Design ram_chk_pipe, sky130hd; sources not shown.
metal_stack.png
Scale: 10 px per µm.
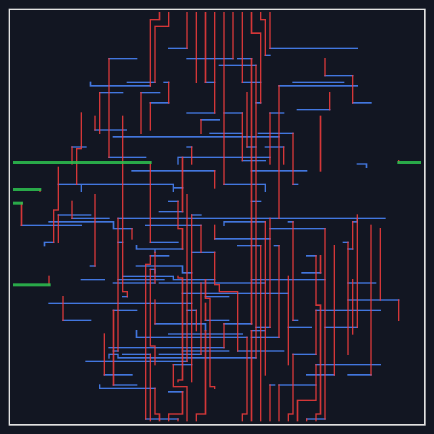
legend:
  met3:
    color: green
    wire_length: 22.3 µm
  met2:
    color: red
    wire_length: 692 µm
  met1:
    color: blue
    wire_length: 474 µm
GRT Util Overall: 0.152
routed len/inst: 14.8 µm
final wirelength: 1.19 mm
DR vias: 364

port_nets.png
Scale: 12 px per µm.
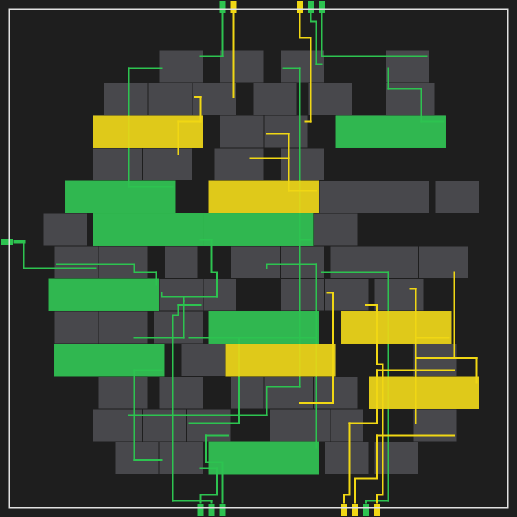
legend:
  `o_exp`:
    color: green
    bits: 8
    direction: output
    end_cells: 8
    buffers: 8
    wire: 248 µm
  `o_addr`:
    color: yellow
    bits: 5
    direction: output
    end_cells: 5
    buffers: 5
    wire: 130 µm
Ports: 32
# port buffers: 31

registers.png
Scale: 6 px per µm. Other sequential cells in the stronger gray, the rest of the logic in the fainter gray.
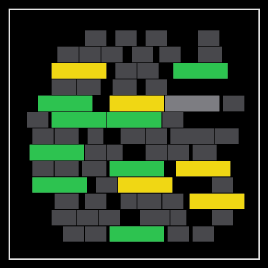
legend:
  `o_exp`:
    color: green
    sequential_cells: 8
  `o_addr`:
    color: yellow
    sequential_cells: 5
Reg area: 350 µm²
fin util: 0.691

final_clocks.png
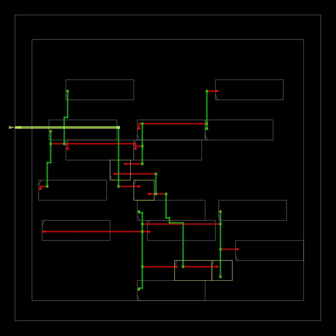
clk_lat worst skew: 0.27 ns
seq_cells: 14

drive_strength.png
Scale: 10 px per µm.
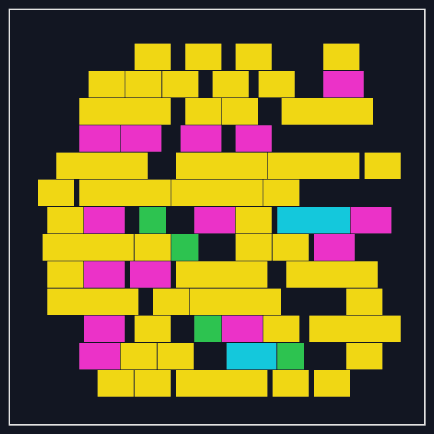
legend:
  drive 6 and up:
    color: cyan
    cells: 2
    share: 3.1%
  drive 1 or less:
    color: yellow
    cells: 45
    share: 69%
    most_used: clkdlybuf4s50_1
  drive 3 to 4:
    color: green
    cells: 4
    share: 6.2%
    most_used: clkbuf_4
  drive 2:
    color: magenta
    cells: 14
    share: 22%
    most_used: mux2_2
cell area after layout: 900 µm²
synth-to-layout area growth: 73.7%
Buffers excl. clock: 33
final worst slack: 0.105 ns

==> run_results.csv <==
group,metric,value,unit
status,status,"finished, final reports clean",
worst_setup_path,path_max_fanout,2,
sta,finalHoldViolCount,0,
logic_synthesis,ys_area,518,µm²
logic_synthesis,synth_area_leader_cell,"dfrtp_1",
global_routing,antenna_found_initial,0,
place,gp_congestion,0.594,
logic_synthesis,edf_count,0,
logic_synthesis,synthArstFlopShare,1.00,
logic_synthesis,ys_cells,29,
clock_network,cts.sinks,14,
pwr,max-vdd-ir-drop,0.518,mV
detailed_routing,drt_iter0_drc,2,
logic_synthesis,synthDistinctLibCells,4,
clock_network,cts_buffer_depth,2,
sta,max_freq,590,MHz
sta,drv_slew,0,
sta,setup-tns-final,0,ns
worst_setup_path,critical_path.max_stage_delay,0.62,ns
floorplan,die_area,1720,µm²
logic_synthesis,synth.area.top_cells,"dfrtp_1 68%, mux2_2 28%, buf_6 2.2%, and3b_2 1.9%",
sta,hold_slack,0.145,ns
floorplan,die_w,41.4,µm
sta,period_needed,1.69,ns
floorplan,coreArea,1300,µm²
worst_setup_path,cp_top_family,"buffers and inverters",
logic_synthesis,synth_cells,29,
place,dp_slack,0.241,ns
logic_synthesis,synth.cell_area,518,µm²
global_routing,gr-max-usage-layer,"met2",
worst_hold_path,hold_path_class,"in2async",
sta,finalCritPeriodShare,0.941,
logic_synthesis,avgSynthCellArea,17.9,µm²
floorplan,fp_util,0.398,
sta,worst_slew_pin_slew,0.238,ns
sta,rsz0062_at_grt,"no",
floorplan,core.rowCount,13,
worst_setup_path,cp_num_cells,1,
detailed_routing,dr.pass1.iters,2,
worst_setup_path,critical_path.cell_chain,"clkdlybuf4s50_1",
global_routing,use_met2,0.269,
place,dpl.hpwl,861,µm
logic_synthesis,ys_seq_frac,0.676,
clock_network,root_buffer,"clkbuf_4",
detailed_routing,ant_nets,0,
logic_synthesis,ys.flop_type,"dfrtp_1",
flow_run,warning_count,26,
logic_synthesis,syn-num-nets,47,
logic_synthesis,synth_flops,14,
worst_setup_path,r2r_cells,1,
global_routing,grt_pass1_vias,388,
global_routing,grt_max_degree,15,
logic_synthesis,top_cells_by_count,"14 x dfrtp_1, 13 x mux2_2, 1 x and3b_2, 1 x buf_6",
clock_network,htreeDepth,1,
floorplan,die_y,41.4,µm
clock_network,cts_buffers,3,
flow_run,cap_violations,0,
place,dpl-instance-area,863,µm²
logic_synthesis,top_cell,"dfrtp_1",
cells_and_area,nets,84,
global_routing,use_met3,0.0522,
global_routing,grt_overflow,0,
worst_setup_path,path_class,"reg2out",
clock_network,post_cts_buffers,0,
worst_setup_path,cp-start-kind,"flop",
logic_synthesis,top_area_frac,0.676,
clock_network,cts_tree,"done",
cells_and_area,diodes,0,
cells_and_area,largest_reg_flops,8,
detailed_routing,drc,0,
cells_and_area,drive_gt1_frac,0.308,
logic_synthesis,yosys_warnings,0,
sta,max-slew-margin-rel,0.841,
worst_setup_path,critPathCaptureType,"output port",
worst_setup_path,reg2reg_slack,0.84,ns
detailed_routing,via_per_inst,4.55,
clock_network,hold_buffers,0,
worst_setup_path,path_buffers,1,
[placed cells by master (no fill, tap or decap), drive strengths merged]
cell type,instances
dfrtp,14
mux2,13
buf,2
clkbuf,4
clkdlybuf4s50,31
and3b,1
[power breakdown]
part / switching, W / internal, W
Sequential: 0.0000156 / 0.000344
Combinational: 0.0000765 / 0.000114
Clock: 0.0000980 / 0.000123
[per-layer routing]
layer | routed length (µm) | vias up
met2 | 691 | 5
li1 | - | 172
met1 | 473 | 187
met4 | 0 | 0
met5 | 0 | -
met3 | 22 | 0
[cell families after synthesis]
group,after synthesis,share of synthesized area
buffers and inverters,1,0.0217
AND/OR/NAND/NOR,1,0.0193
multiplexers,13,0.283
flip-flops,14,0.676
[stage by stage]
| stage | power (W) | cells |
|---|---|---|
| 2_1_floorplan | 0.000439 | 29 |
| 3_3_place_gp | 0.000552 | 76 |
| 3_5_place_dp | 0.000556 | 76 |
| 4_1_cts | 0.000779 | 80 |
| 5_1_grt | 0.000808 | 80 |
| 6_report | 0.000771 | 80 |
[final cells by class]
cell class	count	area [µm²]
tap	15	18.8
fill	100	402
sequential	14	350
multi-input combinational	14	156
clock buffer	4	36.3
timing repair buffer	33	338
Power figures rest on the tool's default switching activity, not on a simulated workload.
